### Sequential cells colored by netlist name, run 1

Bar = 20 um.
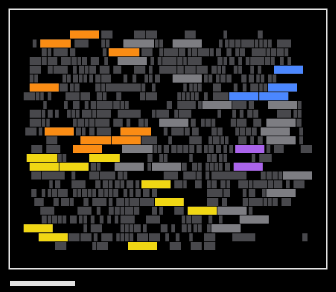
### Clock wires, drivers and flops, run 1

Bar = 20 um.
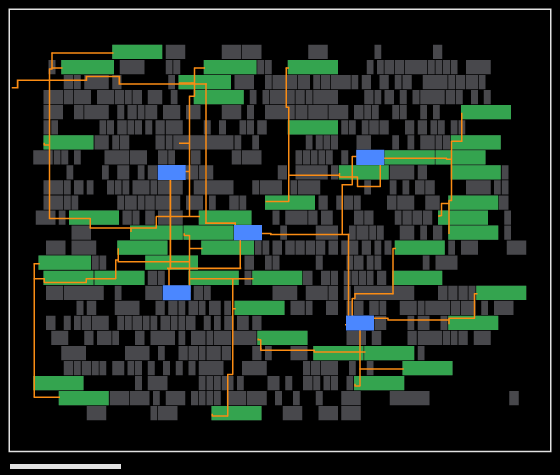
### Placed cells, one color a class, run 1

Bar = 20 um.
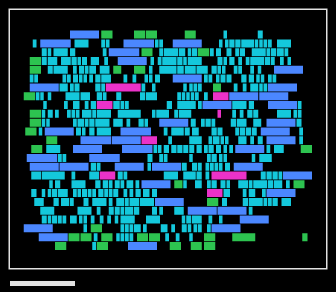
[src/rtl/blue_pkg.sv]
// blue_motion shared types and constants: air/sequencer states,
// sprite and screen geometry, collision flag bit positions.
package blue_pkg;

  localparam int SPR_W = 23;
  localparam int SPR_H = 45;
  localparam int SCR_W = 640;
  localparam int SCR_H = 480;

  localparam logic [9:0] X_INIT = 10'd40;
  localparam logic [8:0] Y_INIT = 9'd390;
  localparam logic [9:0] X_MAX  = 10'(SCR_W - SPR_W);
  localparam logic [8:0] Y_MAX  = 9'(SCR_H - SPR_H);

  localparam logic [3:0] STEP_X  = 4'd2;
  localparam logic [3:0] JUMP_V  = 4'd8;
  localparam logic [3:0] GRAVITY = 4'd1;
  localparam logic [3:0] VMAX    = 4'd8;
  localparam logic [1:0] SETTLE  = 2'd2;

  localparam int COLL_DOWN  = 0;
  localparam int COLL_UP    = 1;
  localparam int COLL_RIGHT = 2;
  localparam int COLL_LEFT  = 3;

  typedef enum logic [1:0] {
    GROUNDED = 2'd0,
    RISING   = 2'd1,
    FALLING  = 2'd2
  } air_e;

  typedef enum logic [1:0] {
    S_IDLE   = 2'd0,
    S_MOVE_X = 2'd1,
    S_MOVE_Y = 2'd2,
    S_WAIT   = 2'd3
  } seq_e;

endpackage

[src/rtl/blue_motion_if.sv]
// blue_motion frame/key/collision inputs and position/status outputs.
// master: drives tick, keys, flags; slave: the motion block.
interface blue_motion_if;
  logic       frame_tick;
  logic       key_left;
  logic       key_right;
  logic       key_jump;
  logic [3:0] is_collision;
  logic [9:0] x_blue;
  logic [8:0] y_blue;
  logic [1:0] air_state;
  logic       busy;

  modport master (
    output frame_tick, key_left, key_right, key_jump, is_collision,
    input  x_blue, y_blue, air_state, busy
  );

  modport slave (
    input  frame_tick, key_left, key_right, key_jump, is_collision,
    output x_blue, y_blue, air_state, busy
  );
endinterface

[src/rtl/blue_air_fsm.sv]
// Air state, vertical speed, jump edge and optional air-jump counter.
// Ports: tick/hit/frame_end strobes in; air, vy out. Macro BLUE_DOUBLE_JUMP_EN.
module blue_air_fsm
  import blue_pkg::*;
(
  input  logic       clk,
  input  logic       rst_n,
  input  logic       tick,
  input  logic       key_jump,
  input  logic       coll_down,
  input  logic       y_at_max,
  input  logic       hit,
  input  logic       frame_end,
  output air_e       air,
  output logic [3:0] vy
);
  air_e       air_q, air_d;
  logic [3:0] vy_q, vy_d;
  logic       jprev_q, jprev_d;
  logic       jedge;

  assign jedge = key_jump && !jprev_q;

`ifdef BLUE_DOUBLE_JUMP_EN
  logic cnt_q, cnt_d;
`endif

  always_comb begin
    air_d   = air_q;
    vy_d    = vy_q;
    jprev_d = jprev_q;
`ifdef BLUE_DOUBLE_JUMP_EN
    cnt_d   = cnt_q;
`endif
    if (tick) begin
      jprev_d = key_jump;
      if (air_q == GROUNDED) begin
        if (jedge) begin
          air_d = RISING;
          vy_d  = JUMP_V;
        end else if (!coll_down && !y_at_max) begin
          air_d = FALLING;
          vy_d  = GRAVITY;
        end
      end
`ifdef BLUE_DOUBLE_JUMP_EN
      else if (jedge && !cnt_q) begin
        air_d = RISING;
        vy_d  = JUMP_V;
        cnt_d = 1'b1;
      end
`endif
    end else if (hit) begin
      vy_d = '0;
      if (air_q == RISING) begin
        air_d = FALLING;
      end else begin
        air_d = GROUNDED;
`ifdef BLUE_DOUBLE_JUMP_EN
        cnt_d = 1'b0;
`endif
      end
    end else if (frame_end) begin
      unique case (air_q)
        RISING: begin
          if (vy_q <= GRAVITY) begin
            air_d = FALLING;
            vy_d  = '0;
          end else begin
            vy_d = vy_q - GRAVITY;
          end
        end
        FALLING: begin
          vy_d = (vy_q > VMAX - GRAVITY) ? VMAX : vy_q + GRAVITY;
        end
        default: ;
      endcase
    end
  end

  always_ff @(posedge clk or negedge rst_n) begin
    if (!rst_n) begin
      air_q   <= FALLING;
      vy_q    <= '0;
      jprev_q <= 1'b0;
`ifdef BLUE_DOUBLE_JUMP_EN
      cnt_q   <= 1'b0;
`endif
    end else begin
      air_q   <= air_d;
      vy_q    <= vy_d;
      jprev_q <= jprev_d;
`ifdef BLUE_DOUBLE_JUMP_EN
      cnt_q   <= cnt_d;
`endif
    end
  end

  assign air = air_q;
  assign vy  = vy_q;

endmodule

[src/rtl/blue_motion.sv]
// Per-frame sprite position sequencer: single-pixel x then y steps,
// collision-checked each pixel. Ports: clk, rst_n, bus (slave).
module blue_motion
  import blue_pkg::*;
(
  input  logic         clk,
  input  logic         rst_n,
  blue_motion_if.slave bus
);
  seq_e       state_q, state_d, ret_q, ret_d;
  logic [1:0] wait_q, wait_d;
  logic [3:0] xbud_q, xbud_d, ybud_q, ybud_d;
  logic       yld_q, yld_d, right_q, right_d, busy_q, busy_d;
  logic [9:0] x_q, x_d;
  logic [8:0] y_q, y_d;
  logic       tick, hit, frame_end, up;
  logic       x_blk, x_bnd, y_blk, y_bnd;
  logic [3:0] vy;
  air_e       air;

  assign tick  = bus.frame_tick && (state_q == S_IDLE);
  assign up    = (air == RISING);
  assign x_blk = right_q ? bus.is_collision[COLL_RIGHT]
                         : bus.is_collision[COLL_LEFT];
  assign x_bnd = right_q ? (x_q >= X_MAX) : (x_q == '0);
  assign y_blk = up ? bus.is_collision[COLL_UP]
                    : bus.is_collision[COLL_DOWN];
  assign y_bnd = up ? (y_q == '0) : (y_q >= Y_MAX);

  blue_air_fsm u_air (
    .clk       (clk),
    .rst_n     (rst_n),
    .tick      (tick),
    .key_jump  (bus.key_jump),
    .coll_down (bus.is_collision[COLL_DOWN]),
    .y_at_max  (y_q >= Y_MAX),
    .hit       (hit),
    .frame_end (frame_end),
    .air       (air),
    .vy        (vy)
  );

  always_comb begin
    state_d   = state_q;
    ret_d     = ret_q;
    wait_d    = wait_q;
    xbud_d    = xbud_q;
    ybud_d    = ybud_q;
    yld_d     = yld_q;
    right_d   = right_q;
    busy_d    = busy_q;
    x_d       = x_q;
    y_d       = y_q;
    hit       = 1'b0;
    frame_end = 1'b0;
    unique case (state_q)
      S_IDLE: begin
        if (bus.frame_tick) begin
          state_d = S_MOVE_X;
          busy_d  = 1'b1;
          yld_d   = 1'b1;
          right_d = bus.key_right;
          xbud_d  = (bus.key_left ^ bus.key_right) ? STEP_X : '0;
        end
      end
      S_MOVE_X: begin
        if (xbud_q == '0) begin
          state_d = S_MOVE_Y;
        end else if (x_blk || x_bnd) begin
          xbud_d = '0;
        end else begin
          x_d     = right_q ? x_q + 10'd1 : x_q - 10'd1;
          xbud_d  = xbud_q - 4'd1;
          ret_d   = S_MOVE_X;
          wait_d  = SETTLE;
          state_d = S_WAIT;
        end
      end
      S_MOVE_Y: begin
        // first visit latches vy, settled since the tick
        if (yld_q) begin
          ybud_d = vy;
          yld_d  = 1'b0;
        end else if (ybud_q == '0) begin
          frame_end = 1'b1;
          busy_d    = 1'b0;
          state_d   = S_IDLE;
        end else if (y_blk || y_bnd) begin
          // bump/landing ends the frame; its vy=0 holds next frame
          hit     = 1'b1;
          ybud_d  = '0;
          busy_d  = 1'b0;
          state_d = S_IDLE;
        end else begin
          y_d     = up ? y_q - 9'd1 : y_q + 9'd1;
          ybud_d  = ybud_q - 4'd1;
          ret_d   = S_MOVE_Y;
          wait_d  = SETTLE;
          state_d = S_WAIT;
        end
      end
      S_WAIT: begin
        wait_d = wait_q - 2'd1;
        if (wait_q <= 2'd1) state_d = ret_q;
      end
      default: state_d = S_IDLE;
    endcase
  end

  always_ff @(posedge clk or negedge rst_n) begin
    if (!rst_n) begin
      state_q <= S_IDLE;
      ret_q   <= S_MOVE_X;
      wait_q  <= '0;
      xbud_q  <= '0;
      ybud_q  <= '0;
      yld_q   <= 1'b0;
      right_q <= 1'b0;
      busy_q  <= 1'b0;
      x_q     <= X_INIT;
      y_q     <= Y_INIT;
    end else begin
      state_q <= state_d;
      ret_q   <= ret_d;
      wait_q  <= wait_d;
      xbud_q  <= xbud_d;
      ybud_q  <= ybud_d;
      yld_q   <= yld_d;
      right_q <= right_d;
      busy_q  <= busy_d;
      x_q     <= x_d;
      y_q     <= y_d;
    end
  end

  assign bus.x_blue    = x_q;
  assign bus.y_blue    = y_q;
  assign bus.air_state = air;
  assign bus.busy      = busy_q;

endmodule

[src/flat_wrapper.sv]
// flat-port wrapper written by rule: the top's interface ports become plain ports
module blue_motion_flat import blue_pkg::*;
  (clk, rst_n, bus_frame_tick, bus_key_left, bus_key_right, bus_key_jump, bus_is_collision, bus_x_blue, bus_y_blue, bus_air_state, bus_busy);
  blue_motion_if bus_i ();
  input  logic clk;
  input  logic rst_n;
  input wire logic [$bits(bus_i.frame_tick)-1:0] bus_frame_tick;
  input wire logic [$bits(bus_i.key_left)-1:0] bus_key_left;
  input wire logic [$bits(bus_i.key_right)-1:0] bus_key_right;
  input wire logic [$bits(bus_i.key_jump)-1:0] bus_key_jump;
  input wire logic [$bits(bus_i.is_collision)-1:0] bus_is_collision;
  output wire logic [$bits(bus_i.x_blue)-1:0] bus_x_blue;
  output wire logic [$bits(bus_i.y_blue)-1:0] bus_y_blue;
  output wire logic [$bits(bus_i.air_state)-1:0] bus_air_state;
  output wire logic [$bits(bus_i.busy)-1:0] bus_busy;
  assign bus_i.frame_tick = bus_frame_tick;
  assign bus_i.key_left = bus_key_left;
  assign bus_i.key_right = bus_key_right;
  assign bus_i.key_jump = bus_key_jump;
  assign bus_i.is_collision = bus_is_collision;
  assign bus_x_blue = bus_i.x_blue;
  assign bus_y_blue = bus_i.y_blue;
  assign bus_air_state = bus_i.air_state;
  assign bus_busy = bus_i.busy;
  blue_motion u_core (.clk(clk), .rst_n(rst_n), .bus(bus_i));
endmodule
[config.mk]
export PLATFORM = sky130hd
export DESIGN_NAME = blue_motion_flat
export DESIGN_NICKNAME = d
export VERILOG_FILES = /design/src/rtl/blue_pkg.sv /design/src/rtl/blue_motion_if.sv /design/src/rtl/blue_air_fsm.sv /design/src/rtl/blue_motion.sv /design/src/flat_wrapper.sv
export SDC_FILE = /design/constraint.sdc
export NUM_CORES = 1
export LEC_CHECK = 0
export ABC_AREA = 1
export CAP_MARGIN = 0
export CORE_ASPECT_RATIO = 0.8
export CORE_MARGIN = 4
export CORE_UTILIZATION = 50
export CTS_BUF_LIST = sky130_fd_sc_hd__clkbuf_8
export CTS_CLUSTER_DIAMETER = 150
export CTS_CLUSTER_SIZE = 14
export DETAILED_ROUTE_END_ITERATION = 7
export HOLD_SLACK_MARGIN = 0.1
export PLACE_DENSITY = 0.71
export SETUP_SLACK_MARGIN = 0.1
export SLEW_MARGIN = 40
export SYNTH_ARGS = -nofsm -noshare
export SYNTH_HDL_FRONTEND = slang
export SYNTH_SLANG_ARGS = --single-unit
[constraint.sdc]
create_clock -name clk -period 2.7 [get_ports clk]
set_clock_uncertainty 0.2 [all_clocks]
set_input_delay 0.81 -clock clk [delete_from_list [all_inputs] [get_ports clk]]
set_output_delay 0.81 -clock clk [all_outputs]
set_load 0.01 [all_outputs]
==> run summary, run 1 <==
number of cells in Yosys stat: 435
Critical path buffers and inverters: 1
Area Growth Syn to Fin: 17.4%
most frequent cell after synthesis: nand2_1
crit path capture type: primary output
standby leakage power: 1.93 nW
sequential share of power: 28.1%
seq pwr: 1.29 mW
Critical Path Start Type: flop
Comb pwr share: 59.0%
Peak Freq: 0.406 GHz
clock-cell share of area: 3.52%
Vias: 2,822
largest net degree at the start of global routing: 24
period utilisation layout: 91.3%
FFs & Latches: 43
status: complete, no violations
hold path endpoint: u_core.ret_q[0]$_DFFE_PN1P_
Die Wd: 97.6 um
register share after synthesis: 33.8%
Critical Path Start: u_core.bus.y_blue[1]$_DFFE_PN1P_
NonClk Buf Share: 9.23%
reg2reg setup slack: 0.40 ns
n_diodes: 0
Gate Area: 1870 um^2
Signal inverters: 61
met2 track utilization from global routing: 28.6%
GPL Wtd Cong: 0.909
Reg2Reg Capture Point: u_core.bus.y_blue[7]$_DFFE_PN1P_
post-synthesis instance total: 435
non-filler cells, final: 555
fin crit period: 2.46 ns
Port-buffer cells: 31
post-synthesis area per instance: 7.38 um^2
hold_sp: u_core.ret_q[0]$_DFFE_PN1P_
share of post-route cells with drive strength above 1: 9.28%
Final Hold Violation Tally: 0
yosys warns: 0
logic share of the area: 49.7%
core area: 6070 um^2
clock buffer depth: 2
Top Usage Layer GRT: met2
die area: 7780 um^2
Max H-tree Level: 2
Rel. slew slack: 59.5%
initial core utilization: 52.9%
biggest area cells: dfrtp_1 (27%), nand2_1 (12%), ha_1 (10%), dfstp_2 (6.5%), inv_1 (6.2%)
critical path depth in cells: 1
routed length on met2: 2970 um
Post-synth EDFFs: 0
uppermost layer routed: met4
post-detailed-route count of antenna-violating nets: 0
Top cells excl fill/tap: nand2_1 (106), inv_1 (54), nor2_1 (39)
Setup CP Type: reg2out
routing usage on met3: 3.23%
Critical Path End: bus_y_blue[1]
dpl cells: 547
P_sw: 2.12 mW
routed wl met3: 171 um
Crit Reg-Reg Startpoint: u_core.u_air.air[1]$_DFFE_PN1P_
Seq/total area: 28.8%
wl on met1: 3780 um
max-slew violation count: 0
cell at the slowest stage of the critical path: dfstp_2
DR vias/cell: 5.08
switching portion of total power: 46.4%
Max-area cell class: combinational gates
About 'Sequential cells colored by netlist name':
signal	color	placed flops
u_core.state_q	purple	2
u_core.bus.x_blue	yellow	10
u_core.u_air.vy	blue	4
u_core.bus.y_blue	orange	9
not colored	18

About 'Clock wires, drivers and flops':
[flip-flops] green | count: 43
[clock wires] orange | length: 587 um
[clock drivers] blue | count: 5
flops lie	all over the die
routed clock nets	6
Latency at later pin: 0.30 ns
Clock Power: 0.590 mW
Clock power frac: 12.9%

About 'Placed cells, one color a class':
class	color	cells	share of their area
combinational and other logic	cyan	388	57%
remaining buffers and delay cells	green	35	9.5%
clock drivers and dummy loads	magenta	8	3.6%
sequential cells	blue	43	30%

run 1: through the flow:
step | worst slack (ns) | hold slack (ns) | power, mW | cell area, um^2 | util [%]
global placement | 0.246 | 0.270 | 3.94 | 3630 | 59.9
finish | 0.236 | 0.275 | 4.58 | 3770 | 62.1
floorplan | 0.312 | 0.243 | 3.22 | 3210 | -
global route | 0.177 | 0.289 | 5.07 | 3770 | 62.1
detailed placement | 0.206 | 0.263 | 3.97 | 3630 | 59.9
CTS | 0.189 | 0.277 | 4.59 | 3770 | 62.1
run 1: cell families after synthesis:
group | count (synthesis) | share of synthesized area, %
AND/OR/NAND/NOR | 208 | 29.1
AND-OR/OR-AND | 73 | 12.9
buffers and inverters | 65 | 7.95
flip-flops | 43 | 33.8
adder cells (fa/ha/maj) | 28 | 11.4
XOR/XNOR | 18 | 4.91
==> run 2: changes to the inputs <==
Settings changed: CAP_MARGIN 0 to not set.
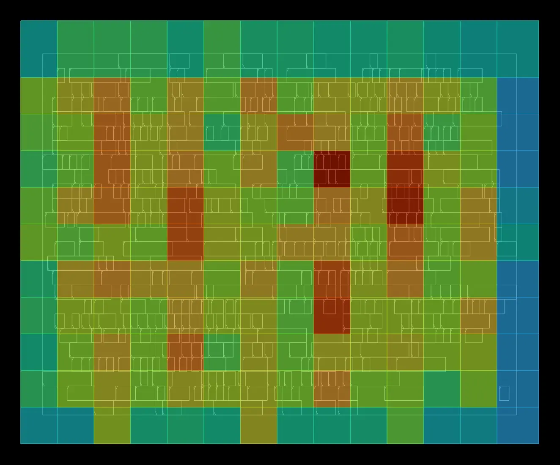
*Routing congestion, run 2*
routing usage on met3: 3.23%
Final Util: 62.1%
GRT Overall Usage: 19.1%
DR WL/cell: 12.6 um

==> run 2 against run 1 <==
  * Synthesized cell count is the same
  * Clock power is essentially flat
  * Via count did not move
  * Design area unchanged
  * Sequential cell count unchanged
  * Sequential share of layout area stayed put
  * Area after synthesis stayed put
  * Fmax stayed put
  * Non-clock buffer count did not move
  * Final cell count unchanged
  * Total power did not move
  * Largest cell class unchanged
==> run summary, run 2 <==
status: complete, no violations
Top cells excl fill/tap: nand2_1 (106), inv_1 (54), nor2_1 (39)
routed wl met3: 171 um
die area: 7780 um^2
routed length on met2: 2970 um
Max H-tree Level: 2
met2 track utilization from global routing: 28.6%
DR vias/cell: 5.08
ys flop type: dfrtp_1
Area Growth Syn to Fin: 17.4%
Pwr Total: 4.58 mW
n_diodes: 0
area share of fa/ha/maj cells after synthesis: 11.4%
clock-cell share of area: 3.52%
reg2reg setup slack: 0.40 ns
GPL Wtd Cong: 0.909
Die Wd: 97.6 um
Crit Path Max Fanout: 6
Critical Path Start: u_core.bus.y_blue[1]$_DFFE_PN1P_
total nets after synthesis: 473
post-layout instance area: 3770 um^2
yosys warns: 0
yosys xor share: 4.91%
number of cells in Yosys stat: 435
core area: 6070 um^2
standby leakage power: 1.93 nW
wl on met1: 3780 um
antenna violations before repair: 0
Gate Area: 1870 um^2
Critical path buffers and inverters: 1
switching portion of total power: 46.4%
RSZ-0062 raised after global routing: no
P_sw: 2.12 mW
hold_sp: u_core.ret_q[0]$_DFFE_PN1P_
clock buffer depth: 2
Root Buffer: clkbuf_8
Signal inverters: 61
sequential share of power: 28.1%
pre-CTS setup slack: 0.206 ns
post-synthesis instance total: 435
biggest area cells: dfrtp_1 (27%), nand2_1 (12%), ha_1 (10%), dfstp_2 (6.5%), inv_1 (6.2%)
post-synthesis area per instance: 7.38 um^2
largest net degree at the start of global routing: 24
Critical Path Start Type: flop
period utilisation layout: 91.3%
critical path depth in cells: 1
max-slew violation count: 0
Peak Freq: 0.406 GHz
synth cell count leaders: nand2_1 (106), inv_1 (53), nor2_1 (39)
Cell Area, Placed: 3630 um^2
dpl cells: 547
Reg2Reg Capture Point: u_core.bus.y_blue[7]$_DFFE_PN1P_
Vias: 2,822
Crit Reg-Reg Startpoint: u_core.u_air.air[1]$_DFFE_PN1P_
share of post-route cells with drive strength above 1: 9.28%
Rel. slew slack: 59.5%
WHS: 0.275 ns
logic share of the area: 49.7%
post-detailed-route count of antenna-violating nets: 0
initial core utilization: 52.9%
Port-buffer cells: 31
Final Hold Violation Tally: 0
most frequent cell after synthesis: nand2_1
hold path endpoint: u_core.ret_q[0]$_DFFE_PN1P_
Main logic family: simple AND/OR/NAND/NOR gates
Critical Path End: bus_y_blue[1]
post-route setup slack: 0.236 ns
fin crit period: 2.46 ns
Clock power frac: 12.9%
FFs & Latches: 43
crit path capture type: primary output
Setup CP Type: reg2out
Latency at later pin: 0.30 ns
mux share: 0%
non-filler cells, final: 555
Seq/total area: 28.8%
cell at the slowest stage of the critical path: dfstp_2
yosys aoi share: 12.9%
Max-area cell class: combinational gates
register share after synthesis: 33.8%
Post-Synth Simple-Gate Area: 29.1%
==> run 2: power by group through the flow <==
| stage | sequential [mW] | combinational (mW) | clock, mW |
|---|---|---|---|
| finish | 1.29 | 2.70 | 0.590 |
| detailed placement | 1.29 | 2.68 | 0 |
| CTS | 1.28 | 2.70 | 0.610 |
| global placement | 1.29 | 2.65 | 0 |
| floorplan | 1.26 | 1.96 | 0 |
| global route | 1.34 | 3.10 | 0.637 |
==> run 2: what timing repair did <==
| item | in CTS | in global routing |
|---|---|---|
| setup buffers | 0 | 0 |
| resized | 0 | 2 |
| setup endpoints to repair | 0 | 2 |
| hold buffers | 0 | 0 |
==> run 3: changes to the inputs <==
Settings changed: SLEW_MARGIN 40 to 15.
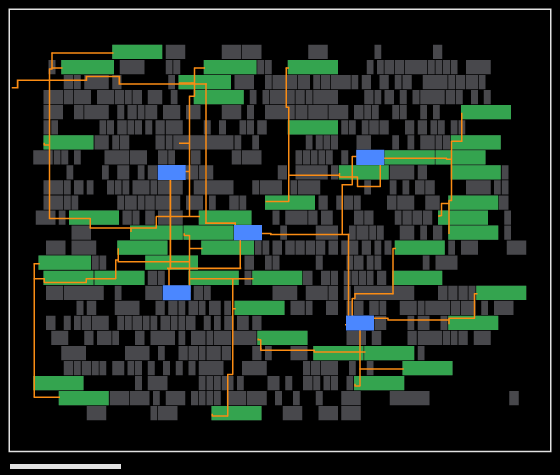
*Clock wires, drivers and flops, run 3*
Bar = 20 um.
[clock wires] orange | length: 587 um
[flip-flops] green | count: 43
[clock drivers] blue | count: 5
routed clock nets	6
flops lie	all over the die

==> run 3 against run 2 <==
  * Non-clock buffer count did not move
  * Design area did not move
  * Via count did not move
  * Fmax did not move
  * Count of clock-buffer cells in the layout did not move
  * Largest power group unchanged
  * Highest routed layer unchanged
==> run summary, run 3 <==
GPL Wtd Cong: 0.909
post-synthesis instance total: 435
Final Util: 62.1%
uppermost layer routed: met4
critical path cell sequence: clkdlybuf4s50_1
fin crit period: 2.46 ns
Setup CP Type: reg2out
pre-CTS setup slack: 0.206 ns
post-cts resize count: 0
hold path endpoint: u_core.ret_q[0]$_DFFE_PN1P_
Pwr Total: 4.58 mW
status: complete, no violations
initial core utilization: 52.9%
setup total negative slack: 0 ns
yosys warns: 0
Post-synth EDFFs: 0
die area: 7780 um^2
Crit Path Max Fanout: 6
Top Usage Layer GRT: met2
drt total wl: 6980 um
register share after synthesis: 33.8%
post-synthesis area per instance: 7.38 um^2
n_diodes: 0
Post-CTS Setup Inserts: 0
R2R cell count: 10
Peak Freq: 0.406 GHz
Die Wd: 97.6 um
Rel. slew slack: 59.5%
routing usage on met3: 3.23%
Detailed Route Iter0 Violations: 125
WHS: 0.275 ns
Critical Path Start: u_core.bus.y_blue[1]$_DFFE_PN1P_
biggest area cells: dfrtp_1 (27%), nand2_1 (12%), ha_1 (10%), dfstp_2 (6.5%), inv_1 (6.2%)
clock buffer depth: 2
post-detailed-route count of antenna-violating nets: 0
critical path depth in cells: 1
DR vias/cell: 5.08
Port-buffer cells: 31
crit path capture type: primary output
ys flop type: dfrtp_1
share of post-route cells with drive strength above 1: 9.28%
post-route setup slack: 0.236 ns
Pwr per Cell Area: 1210 nW/um^2
Area Growth Syn to Fin: 17.4%
standby leakage power: 1.93 nW
synth cell count leaders: nand2_1 (106), inv_1 (53), nor2_1 (39)
period utilisation layout: 91.3%
routed wl met3: 171 um
cell at the slowest stage of the critical path: dfstp_2
max-slew violation count: 0
DR WL/cell: 12.6 um
most frequent cell after synthesis: nand2_1
GRT Overall Usage: 19.1%
Latency at later pin: 0.30 ns
RSZ-0062 raised after global routing: no
routed length on met2: 2970 um
die height: 79.7 um
reg2reg setup slack: 0.40 ns
antenna violations before repair: 0
non-filler cells, final: 555
largest net degree at the start of global routing: 24
Top cells excl fill/tap: nand2_1 (106), inv_1 (54), nor2_1 (39)
wl on met1: 3780 um
Cell Area, Placed: 3630 um^2
Crit Reg-Reg Startpoint: u_core.u_air.air[1]$_DFFE_PN1P_
Root Buffer: clkbuf_8
hold_sp: u_core.ret_q[0]$_DFFE_PN1P_
Max H-tree Level: 2
met2 track utilization from global routing: 28.6%
Unique cell types: 34
post-layout instance area: 3770 um^2
Reg2Reg Capture Point: u_core.bus.y_blue[7]$_DFFE_PN1P_
Final Hold Violation Tally: 0
Critical path buffers and inverters: 1
core area: 6070 um^2
dpl cells: 547
Vias: 2,822
Critical Path Start Type: flop
min-delay worst type: reg2reg
number of cells in Yosys stat: 435
Critical Path End: bus_y_blue[1]
total nets after synthesis: 473
==> run 3: cell counts in the layout (fill, tap and decap cells not counted) <==
No cell type changed its count.
==> run 3: cell type report <==
type                       instances  area [um^2]
clock buffer                       5         68.8
inverter                          61          230
multi-input combinational        327         1870
sequential                        43         1090
fill                             561         2300
timing repair buffer              35          348
tap                               81          101
clock inverter                     3         63.8
==> run 3: logic make-up after synthesis <==
logic type | share of synthesized area [%]
AND/OR/NAND/NOR | 29.1
AND-OR/OR-AND | 12.9
buffers and inverters | 7.95
flip-flops | 33.8
adder cells (fa/ha/maj) | 11.4
XOR/XNOR | 4.91
==> run 3: power breakdown <==
part           internal [mW]  switching (mW)  total, mW
registers              0.957           0.329       1.29
logic                   1.13            1.57       2.70
clock network          0.366           0.224      0.590
No activity file was given, so power comes from the tool's default toggle rates.
